## config.mk

```make
export PLATFORM = sky130hd
export DESIGN_NAME = axis_downsizer
export DESIGN_NICKNAME = d
export VERILOG_FILES = /design/src/rtl/axis_pkg.sv /design/src/rtl/axis_keep_last_idx.sv /design/src/rtl/axis_downsizer.sv
export SDC_FILE = /design/constraint.sdc
export NUM_CORES = 1
export LEC_CHECK = 0
export CAP_MARGIN = 5
export CORE_MARGIN = 10
export CORE_UTILIZATION = 43
export CTS_CLUSTER_DIAMETER = 150
export DETAILED_ROUTE_END_ITERATION = 12
export PLACE_DENSITY_LB_ADDON = 0.05
export RECOVER_POWER = 100
export SLEW_MARGIN = 25
export SYNTH_ARGS = -nofsm -noshare
export SYNTH_HDL_FRONTEND = slang
export SYNTH_SLANG_ARGS = --single-unit
export TNS_END_PERCENT = 50
```

## constraint.sdc

```tcl
create_clock -name clk -period 1.64 [get_ports clk]
set_input_delay 0.246 -clock clk [delete_from_list [all_inputs] [get_ports clk]]
set_output_delay 0.246 -clock clk [all_outputs]
set_load 0.005 [all_outputs]
```

## src/rtl/axis_pkg.sv

```systemverilog
// Shared definitions for the AXI-Stream width converters.
//   AXIS_BYTE_W        : bits per byte lane slice
//   axis_lane_order_t  : which lane of a wide beat is emitted first
//   axis_idx_width()   : width of a lane index for a given lane count (min 1)
//   axis_lane_width()  : bit width of a narrow beat of a given byte count
package axis_pkg;

  localparam int unsigned AXIS_BYTE_W = 8;

  typedef enum logic {
    LSB_FIRST = 1'b0,
    MSB_FIRST = 1'b1
  } axis_lane_order_t;

  function automatic int unsigned axis_idx_width(input int unsigned n);
    int unsigned w;
    w = 1;
    for (int unsigned i = 1; i < 31; i++) begin
      if ((32'd1 << i) < n) w = i + 1;
    end
    return w;
  endfunction

  function automatic int unsigned axis_lane_width(input int unsigned bytes);
    return bytes * AXIS_BYTE_W;
  endfunction

endpackage

```

## src/rtl/axis_keep_last_idx.sv

```systemverilog
// Priority encoder: index of the highest set bit of a lane keep vector.
// An all-zero keep reports index 0, so a last beat always yields one lane.
//   keep_i     : per-lane keep bits (RATIO wide)
//   last_idx_o : highest set lane index (clog2(RATIO) wide, min 1)
module axis_keep_last_idx
  import axis_pkg::*;
#(
  parameter int unsigned RATIO = 4
) (
  input  logic [RATIO-1:0]                  keep_i,
  output logic [axis_idx_width(RATIO)-1:0]  last_idx_o
);

  localparam int unsigned IDX_W = axis_idx_width(RATIO);

  always_comb begin
    last_idx_o = '0;
    for (int unsigned i = 0; i < RATIO; i++) begin
      if (keep_i[i]) last_idx_o = IDX_W'(i);
    end
  end

endmodule

```

## src/rtl/axis_downsizer.sv

```systemverilog
// AXI-Stream downsizer: splits each wide input beat into up to RATIO narrow
// output beats. A last beat emits lanes up to its highest kept lane and
// carries tlast on that lane; tuser is repeated on every narrow beat.
// The next wide beat is accepted in the same cycle the final lane hands off,
// so an unstalled consumer sees no bubbles.
//   clk, aresetn        : clock, asynchronous active-low reset
//   axis_i_*            : wide AXIS slave (tready depends combinationally
//                         on axis_o_tready)
//   axis_o_*            : narrow AXIS master
module axis_downsizer #(
  parameter int unsigned AXIS_O_BYTES   = 1,
  parameter int unsigned RATIO          = 4,
  parameter int unsigned AXIS_USER_BITS = 1,
  parameter bit          MSB_FIRST      = 1'b0
) (
  input  logic                            clk,
  input  logic                            aresetn,
  output logic                            axis_i_tready,
  input  logic                            axis_i_tvalid,
  input  logic                            axis_i_tlast,
  input  logic [RATIO*AXIS_O_BYTES*8-1:0] axis_i_tdata,
  input  logic [RATIO-1:0]                axis_i_tkeep,
  input  logic [AXIS_USER_BITS-1:0]       axis_i_tuser,
  input  logic                            axis_o_tready,
  output logic                            axis_o_tvalid,
  output logic                            axis_o_tlast,
  output logic [AXIS_O_BYTES*8-1:0]       axis_o_tdata,
  output logic [AXIS_USER_BITS-1:0]       axis_o_tuser
);

  import axis_pkg::*;

  localparam int unsigned IDX_W  = axis_idx_width(RATIO);
  localparam int unsigned LANE_W = axis_lane_width(AXIS_O_BYTES);
  localparam int unsigned IN_W   = RATIO * LANE_W;
  localparam logic [IDX_W-1:0] IDX_MAX = IDX_W'(RATIO - 1);
  localparam axis_lane_order_t ORDER =
    MSB_FIRST ? axis_pkg::MSB_FIRST : axis_pkg::LSB_FIRST;

  typedef enum logic {
    ST_EMPTY = 1'b0,
    ST_DRAIN = 1'b1
  } state_t;

  state_t                    state_q, state_d;
  logic [IN_W-1:0]           data_q, data_d;
  logic [AXIS_USER_BITS-1:0] user_q, user_d;
  logic                      last_q, last_d;
  logic [IDX_W-1:0]          idx_q, idx_d;
  logic [IDX_W-1:0]          last_idx_q, last_idx_d;

  logic [IDX_W-1:0]          keep_idx;
  logic                      hold_valid;
  logic                      out_hs;
  logic                      final_lane;
  logic                      in_acc;
  logic [IDX_W-1:0]          lane_sel;

  axis_keep_last_idx #(
    .RATIO (RATIO)
  ) u_keep_last_idx (
    .keep_i     (axis_i_tkeep),
    .last_idx_o (keep_idx)
  );

  assign hold_valid = (state_q == ST_DRAIN);
  assign out_hs     = hold_valid && axis_o_tready;
  assign final_lane = (idx_q == last_idx_q);

  // Refill when empty, or when the final lane leaves this very cycle.
  assign axis_i_tready = aresetn && (!hold_valid || (out_hs && final_lane));
  assign in_acc        = axis_i_tvalid && axis_i_tready;

  always_comb begin
    state_d    = state_q;
    data_d     = data_q;
    user_d     = user_q;
    last_d     = last_q;
    idx_d      = idx_q;
    last_idx_d = last_idx_q;
    if (in_acc) begin
      state_d    = ST_DRAIN;
      data_d     = axis_i_tdata;
      user_d     = axis_i_tuser;
      last_d     = axis_i_tlast;
      idx_d      = '0;
      last_idx_d = axis_i_tlast ? keep_idx : IDX_MAX;
    end else if (out_hs) begin
      if (final_lane) begin
        state_d = ST_EMPTY;
      end else begin
        idx_d = idx_q + IDX_W'(1);
      end
    end
  end

  always_ff @(posedge clk or negedge aresetn) begin
    if (!aresetn) begin
      state_q    <= ST_EMPTY;
      data_q     <= '0;
      user_q     <= '0;
      last_q     <= 1'b0;
      idx_q      <= '0;
      last_idx_q <= '0;
    end else begin
      state_q    <= state_d;
      data_q     <= data_d;
      user_q     <= user_d;
      last_q     <= last_d;
      idx_q      <= idx_d;
      last_idx_q <= last_idx_d;
    end
  end

  // Lane order only changes which physical slice an index maps to; the
  // partial-beat count always starts at the first emitted lane.
  assign lane_sel = (ORDER == axis_pkg::MSB_FIRST) ? (IDX_MAX - idx_q) : idx_q;

  always_comb begin
    axis_o_tdata = '0;
    for (int unsigned i = 0; i < RATIO; i++) begin
      if (lane_sel == IDX_W'(i)) axis_o_tdata = data_q[i*LANE_W +: LANE_W];
    end
  end

  assign axis_o_tvalid = hold_valid;
  assign axis_o_tuser  = user_q;
  assign axis_o_tlast  = last_q && final_lane;

endmodule

```

==> qor.yml <==
min_path:
  hold_class: "input pin to asynchronous set/reset pin"
pwr:
  combinationalPowerShare_pct: 58.0
  p_sw_mw: 2.04
  p_clk_uw: 724
  seqPwrFrac_pct: 30.2
floorplan:
  die_w_um: 87.9
  ioPinCount: 54
  rows: 24
synth:
  ys_cells: 144
  synth_cells: 144
  ys_sh_adder_pct: 2.52
  synth_area_per_cell_um2: 13.8
timing:
  hold_violations: 0
  fin_ws_ps: -371
  relSlewSlack_pct: 35.1
  setup_viol: 49
  finalMaxSlewViolations: 0
placed_design:
  dpl.hpwl_um: 3700
status:
  violations: "setup timing"
  status: "finished, violations left"
setup_path:
  regToRegEndpoint: "last_idx_q[1]"
[worst max path at each step]
stage	start	end	slack [ps]	cells past startpoint
CTS	idx_q[0]	axis_o_tdata[4]	-390	7
finish	idx_q[0]	axis_o_tdata[0]	-370	7
floorplan	idx_q[0]	axis_o_tuser	-30	5
global placement	idx_q[0]	axis_o_tdata[4]	-480	5
global route	idx_q[0]	axis_o_tdata[0]	-440	7
detailed placement	idx_q[0]	axis_o_tdata[0]	-590	5
[layer usage]
metal / part of all wire [%] / GRT usage (%)
met5: 0 / 0
met4: 1.9 / 5.65
met3: 6.1 / 5.39
met2: 50 / 25.7
met1: 42 / 17.6
[sequential cells by signal, summed over array words and instances, names as in the netlist]
name,cells
last_q,1
last_idx_q,2
axis_o_tvalid,1
idx_q,2
data_q,32
axis_o_tuser,1
Cell outlines without signal wires:
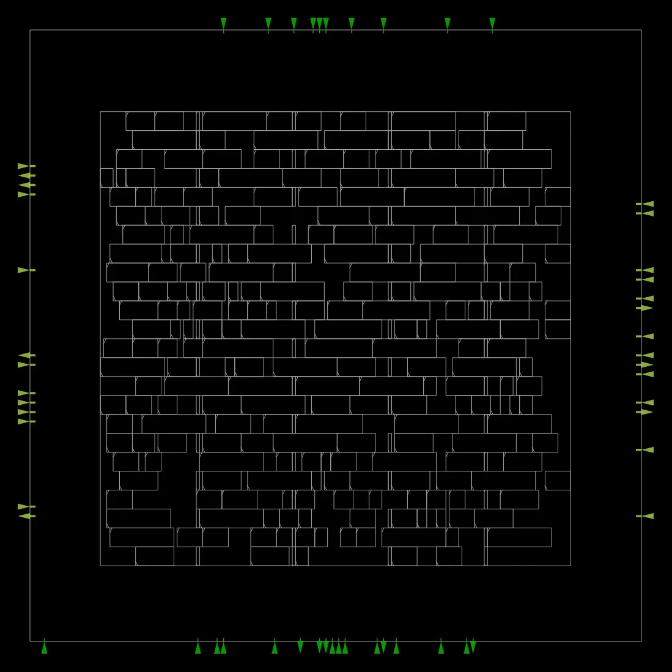
TAP cells: 52
num sequential: 39
final cell count without fillers: 291

Pin placement:
Scale: 6 px per um. Pins as bars across the die edge, other pins in gray.
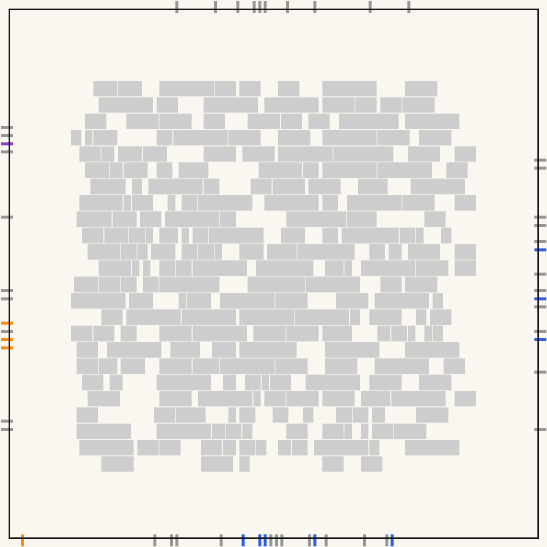
Key: orange = axis_i_tkeep [pins 4, direction input, edge 3 west, 1 south]; purple = axis_o_tvalid [pins 1, direction output, edge west]; blue = axis_o_tdata [pins 8, direction output, edge 5 south, 3 east]
Vert. Die Dim: 87.9 um
I/O Buffers: 52

No activity file was given, so power comes from the tool's default toggle rates.
